## src/rtl/core_pkg.sv

```systemverilog
// Shared widths and control-word bit map for the RV32I pipeline.
package core_pkg;
   localparam int XLEN   = 32;
   localparam int REG_W  = 5;
   localparam int CTRL_W = 10;

   localparam int CTRL_REGWRITE  = 0;
   localparam int CTRL_MEMREAD   = 1;
   localparam int CTRL_MEMWRITE  = 2;
   localparam int CTRL_MEMTOREG  = 3;
   localparam int CTRL_ALUSRC    = 4;
   localparam int CTRL_BRANCH    = 5;
   localparam int CTRL_JUMP      = 6;
   localparam int CTRL_ALUOP_LSB = 7;
   localparam int CTRL_ALUOP_MSB = 9;

   typedef logic [REG_W-1:0] reg_idx_t;
endpackage

```

## src/rtl/load_use_detect.sv

```systemverilog
// Combinational load-use hazard: a load in EX whose rd feeds the instruction in ID.
module load_use_detect
   import core_pkg::*;
(
   input  logic     id_valid,
   input  reg_idx_t id_rs1,
   input  reg_idx_t id_rs2,
   input  logic     id_uses_rs1,
   input  logic     id_uses_rs2,
   input  logic     ex_valid,
   input  logic     ex_memread,
   input  reg_idx_t ex_rd,
   output logic     hz
);
   logic src_match;

   assign src_match = (id_uses_rs1 && (id_rs1 == ex_rd)) ||
                      (id_uses_rs2 && (id_rs2 == ex_rd));
   // x0 is never really written, so a load targeting it cannot create a dependency
   assign hz = id_valid && ex_valid && ex_memread && (ex_rd != '0) && src_match;
endmodule

```

## src/rtl/id_ex_stage.sv

```systemverilog
// ID/EX pipeline register with load-use stall, EX flush bubbles and
// saturating stall/bubble counters.
module id_ex_stage
   import core_pkg::*;
#(
   parameter int XLEN_P = XLEN,
   parameter int CTRL_W_P = CTRL_W,
   parameter int CNT_W  = 32
) (
   input  logic                clk,
   input  logic                rst_n,
   input  logic                id_valid,
   input  logic [XLEN_P-1:0]   id_pc,
   input  logic [REG_W-1:0]    id_rs1,
   input  logic [REG_W-1:0]    id_rs2,
   input  logic [REG_W-1:0]    id_rd,
   input  logic                id_uses_rs1,
   input  logic                id_uses_rs2,
   input  logic [XLEN_P-1:0]   id_rd1,
   input  logic [XLEN_P-1:0]   id_rd2,
   input  logic [XLEN_P-1:0]   id_imm,
   input  logic [CTRL_W_P-1:0] id_ctrl,
   input  logic                ex_flush,
   output logic                stall,
   output logic                ex_valid,
   output logic [XLEN_P-1:0]   ex_pc,
   output logic [REG_W-1:0]    ex_rs1,
   output logic [REG_W-1:0]    ex_rs2,
   output logic [REG_W-1:0]    ex_rd,
   output logic [XLEN_P-1:0]   ex_rd1,
   output logic [XLEN_P-1:0]   ex_rd2,
   output logic [XLEN_P-1:0]   ex_imm,
   output logic [CTRL_W_P-1:0] ex_ctrl,
   output logic [CNT_W-1:0]    stall_cnt,
   output logic [CNT_W-1:0]    bubble_cnt
);
   logic                valid_q, valid_d;
   logic [XLEN_P-1:0]   pc_q, pc_d, rd1_q, rd1_d, rd2_q, rd2_d, imm_q, imm_d;
   logic [REG_W-1:0]    rs1_q, rs1_d, rs2_q, rs2_d, rd_q, rd_d;
   logic [CTRL_W_P-1:0] ctrl_q, ctrl_d, id_ctrl_guarded;
   logic [CNT_W-1:0]    stall_cnt_q, stall_cnt_d, bubble_cnt_q, bubble_cnt_d;
   logic                hz, bubble;

   load_use_detect u_hz (
      .id_valid    (id_valid),
      .id_rs1      (id_rs1),
      .id_rs2      (id_rs2),
      .id_uses_rs1 (id_uses_rs1),
      .id_uses_rs2 (id_uses_rs2),
      .ex_valid    (valid_q),
      .ex_memread  (ctrl_q[CTRL_MEMREAD]),
      .ex_rd       (rd_q),
      .hz          (hz)
   );

   assign stall  = hz && !ex_flush;
   assign bubble = ex_flush || stall;

   // The register file does not protect x0, so its write enable is dropped here
   always_comb begin
      id_ctrl_guarded = id_ctrl;
      if (id_rd == '0)
         id_ctrl_guarded[CTRL_REGWRITE] = 1'b0;
   end

   always_comb begin
      valid_d      = valid_q;
      pc_d         = pc_q;
      rs1_d        = rs1_q;
      rs2_d        = rs2_q;
      rd_d         = rd_q;
      rd1_d        = rd1_q;
      rd2_d        = rd2_q;
      imm_d        = imm_q;
      ctrl_d       = ctrl_q;
      stall_cnt_d  = stall_cnt_q;
      bubble_cnt_d = bubble_cnt_q;
      if (bubble) begin
         valid_d = 1'b0;
         ctrl_d  = '0;
      end else begin
         valid_d = id_valid;
         pc_d    = id_pc;
         rs1_d   = id_rs1;
         rs2_d   = id_rs2;
         rd_d    = id_rd;
         rd1_d   = id_rd1;
         rd2_d   = id_rd2;
         imm_d   = id_imm;
         ctrl_d  = id_valid ? id_ctrl_guarded : '0;
      end
      if (stall && (stall_cnt_q != '1))
         stall_cnt_d = stall_cnt_q + CNT_W'(1);
      if (bubble && (bubble_cnt_q != '1))
         bubble_cnt_d = bubble_cnt_q + CNT_W'(1);
   end

   always_ff @(posedge clk or negedge rst_n) begin
      if (!rst_n) begin
         valid_q      <= 1'b0;
         pc_q         <= '0;
         rs1_q        <= '0;
         rs2_q        <= '0;
         rd_q         <= '0;
         rd1_q        <= '0;
         rd2_q        <= '0;
         imm_q        <= '0;
         ctrl_q       <= '0;
         stall_cnt_q  <= '0;
         bubble_cnt_q <= '0;
      end else begin
         valid_q      <= valid_d;
         pc_q         <= pc_d;
         rs1_q        <= rs1_d;
         rs2_q        <= rs2_d;
         rd_q         <= rd_d;
         rd1_q        <= rd1_d;
         rd2_q        <= rd2_d;
         imm_q        <= imm_d;
         ctrl_q       <= ctrl_d;
         stall_cnt_q  <= stall_cnt_d;
         bubble_cnt_q <= bubble_cnt_d;
      end
   end

   assign ex_valid   = valid_q;
   assign ex_pc      = pc_q;
   assign ex_rs1     = rs1_q;
   assign ex_rs2     = rs2_q;
   assign ex_rd      = rd_q;
   assign ex_rd1     = rd1_q;
   assign ex_rd2     = rd2_q;
   assign ex_imm     = imm_q;
   assign ex_ctrl    = ctrl_q;
   assign stall_cnt  = stall_cnt_q;
   assign bubble_cnt = bubble_cnt_q;
endmodule

```

## config.mk

```make
export PLATFORM = sky130hd
export DESIGN_NAME = id_ex_stage
export DESIGN_NICKNAME = d
export VERILOG_FILES = /design/src/rtl/core_pkg.sv /design/src/rtl/load_use_detect.sv /design/src/rtl/id_ex_stage.sv
export SDC_FILE = /design/constraint.sdc
export NUM_CORES = 1
export LEC_CHECK = 0
export ABC_AREA = 0
export CAP_MARGIN = 5
export CELL_PAD_IN_SITES_DETAIL_PLACEMENT = 0
export CELL_PAD_IN_SITES_GLOBAL_PLACEMENT = 1
export CORE_MARGIN = 5
export CORE_UTILIZATION = 34
export CTS_BUF_LIST = sky130_fd_sc_hd__clkbuf_16
export DETAILED_ROUTE_END_ITERATION = 8
export GPL_ROUTABILITY_DRIVEN = 0
export PLACE_DENSITY_LB_ADDON = 0.1
export SLEW_MARGIN = 15
export SYNTH_ARGS = -nofsm -noshare
export SYNTH_HDL_FRONTEND = slang
export SYNTH_SLANG_ARGS = --single-unit
```

## constraint.sdc

```tcl
create_clock -name clk -period 3.6 [get_ports clk]
set_clock_uncertainty 0.05 [all_clocks]
set_input_delay 0.72 -clock clk [delete_from_list [all_inputs] [get_ports clk]]
set_output_delay 0.72 -clock clk [all_outputs]
set_load 0.005 [all_outputs]
```

### Metal layers overlaid

The bar under the picture is 50 um long.
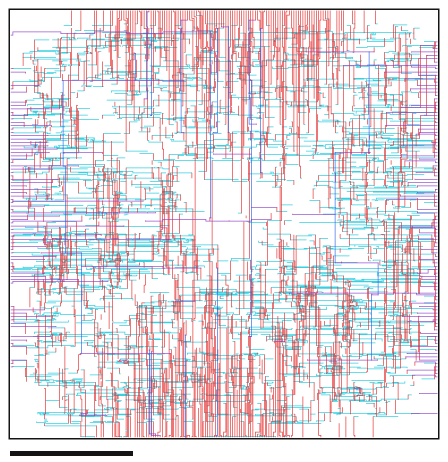
Key: purple = metal 3 [wire length 2130 um]; cyan = metal 1 [wire length 12300 um]; red = metal 2 [wire length 14000 um]; blue = metal 4 [wire length 907 um]
vias: 7824
WL per Instance: 17.32 um

### Congestion heat map

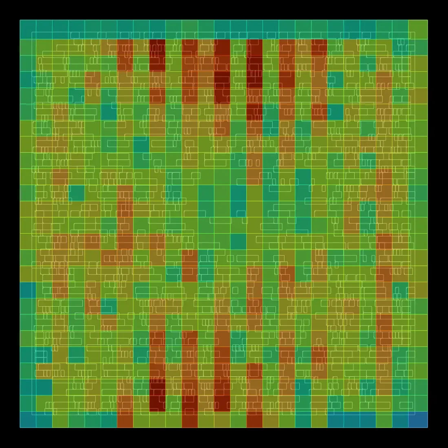
gr usage total: 18.64%
busiest layer in global routing: met2
routing usage on met3: 5.562%

==> flow_summary.json <==
{
  "route.met2.wl_mm": 14.01,
  "aoi_share_pct": 1.385,
  "final_nets": 1490,
  "setup_tns_ps": 0,
  "pwr-share-comb_pct": 16.5,
  "fin_crit_ps": 3479,
  "cp-startpoint": "id_rs1[4]",
  "grt_max_degree": 100,
  "buffers": 392,
  "fin_cells": 1692,
  "viasPerCell": 4.624,
  "crit_end": "stall",
  "post_cts_buffers": 0,
  "fmax_mhz": 287.5,
  "cts_resized": 0,
  "grt_use_met1_pct": 23.50,
  "fp_util_pct": 34.23,
  "ff2ff_path_depth": 5,
  "inverters": 7,
  "design_area_mm2": 0.01405,
  "cts-root-buf": "clkbuf_16",
  "cts_tree": "done",
  "yosysWarnings": 0,
  "clk-insertion-delay-late_ps": 510,
  "synth_stat.cells": 946,
  "cp.depth": 6,
  "syn_avg_cell_area_um2": 9.642,
  "hold_viol": 0,
  "p_leak_uw": 0.006621,
  "core.rowCount": 60,
  "worstPathRequired_ps": 2830,
  "cts.sinks": 218,
  "dominant_cells": "sequential cells",
  "comb_area_mm2": 0.003382,
  "core_mm2": 0.02665,
  "grt_pass1_wl_mm": 45.57,
  "synthCells": 946,
  "swShare_pct": 25.36,
  "yosys.area.top_type": "dfrtp_1",
  "placedCellCount": 1641,
  "drc_errors": 0,
  "clock_power_uw": 2530,
  "fp_nets": 1107,
  "drt_iter0_drc": 413,
  "yosys_area_mm2": 0.009121,
  "drive_above_1_share_pct": 5.411,
  "p_total_uw": 6379,
  "slew_violations": 0,
  "comb_share_pct": 24.07,
  "post-route-util_pct": 52.72,
  "max_slew_margin_pct": 34.91,
  "max_stage_delay_ps": 590,
  "grt_pass1_vias": 7974,
  "rr_startpoint": "ex_rd[2]",
  "top_cell_area_share_pct": 59.81,
  "cts.path.max_buffers": 3,
  "power_leader": "sequential cells",
  "synth_flops": 218,
  "met1_length_mm": 12.26,
  "path_delay_family": "buffers and inverters",
  "clockBufferCount": 27,
  "portBuffers": 377,
  "worst_slew_pin_slew_ps": 974.2,
  "rrSetupSlack_ps": 360,
  "cp_cell_sequence": "clkdlybuf4s50_1, xnor2_1, nand4_1, o22ai_2, and2_1, clkdlybuf4s50_1",
  "warnings": 26,
  "post-place-ws_ps": -15.42,
  "timing.critical_path.mode_cell": "clkdlybuf4s50_1",
  "r2r_end": "ex_ctrl[3]",
  "die_area_mm2": 0.03020,
  "top_cells_by_area": "dfrtp_1 60%, nand2_1 19%, xnor2_1 3.6%",
  "buf_share_pct": 27.96,
  "seq_cell_count": 218,
  "seqAreaFraction_pct": 38.83,
  "netlist_area_mm2": 0.009121,
  "ys_seq_share_pct": 59.81,
  "path_buffers": 2,
  "cp-end-kind": "primary output",
  "firstDrtPassIters": 4,
  "status": "finished, final reports clean",
  "synth_cell_type_count": 47,
  "seq_area_mm2": 0.005455,
  "setup.worst_path.start_class": "input port",
  "edf_count": 0,
  "cap_violations": 0,
  "layout_top_cell": "nand2_1",
  "num-fill-cells": 2493,
  "finalSetupViolCount": 0,
  "nMultiInputCombCells": 683,
  "syn_to_final_growth_pct": 54.03,
  "p_sw_uw": 1618,
  "final_cell_mix": "452 x nand2_1, 376 x clkdlybuf4s50_1, 218 x dfrtp_1",
  "cp_max_fo": 3,
  "die_x_um": 173.8,
  "cts_made_buffers": 27,
  "peakVddDrop_uv": 259.0,
  "p_seq_share_pct": 43.8,
  "path_class": "input port to primary output",
  "routed_wl_mm": 29.31,
  "rsz0062_at_grt": "no",
  "cpMaxStageDelayCell": "clkdlybuf4s50_1",
  "dr_wl_met3_mm": 2.133,
  "power_density_mw_per_mm2": 454.1,
  "cp.arrival_ps": 2710,
  "ys_sh_mux_pct": 0.4115,
  "clkTransAtPathRegs_ps": 60,
  "synthArstFlopShare_pct": 100.0,
  "ff_type": "dfrtp_1",
  "internal_power_uw": 4762,
  "synthXorXnorAreaFrac_pct": 6.722,
  "top_layer": "met4",
  "timing.hold.ws_ps": 76.52,
  "ctsHtreeMaxLevel": 1,
  "overflow": 0,
  "io_pins": 378,
  "hold_path.class": "input port to async pin",
  "worst_slack_ps": 121.4,
  "antenna_found_initial": 2,
  "adder_share_pct": 0.2743,
  "netlist_logic_family_top": "simple AND/OR/NAND/NOR gates"
}
Power and IR drop assume default switching activity.
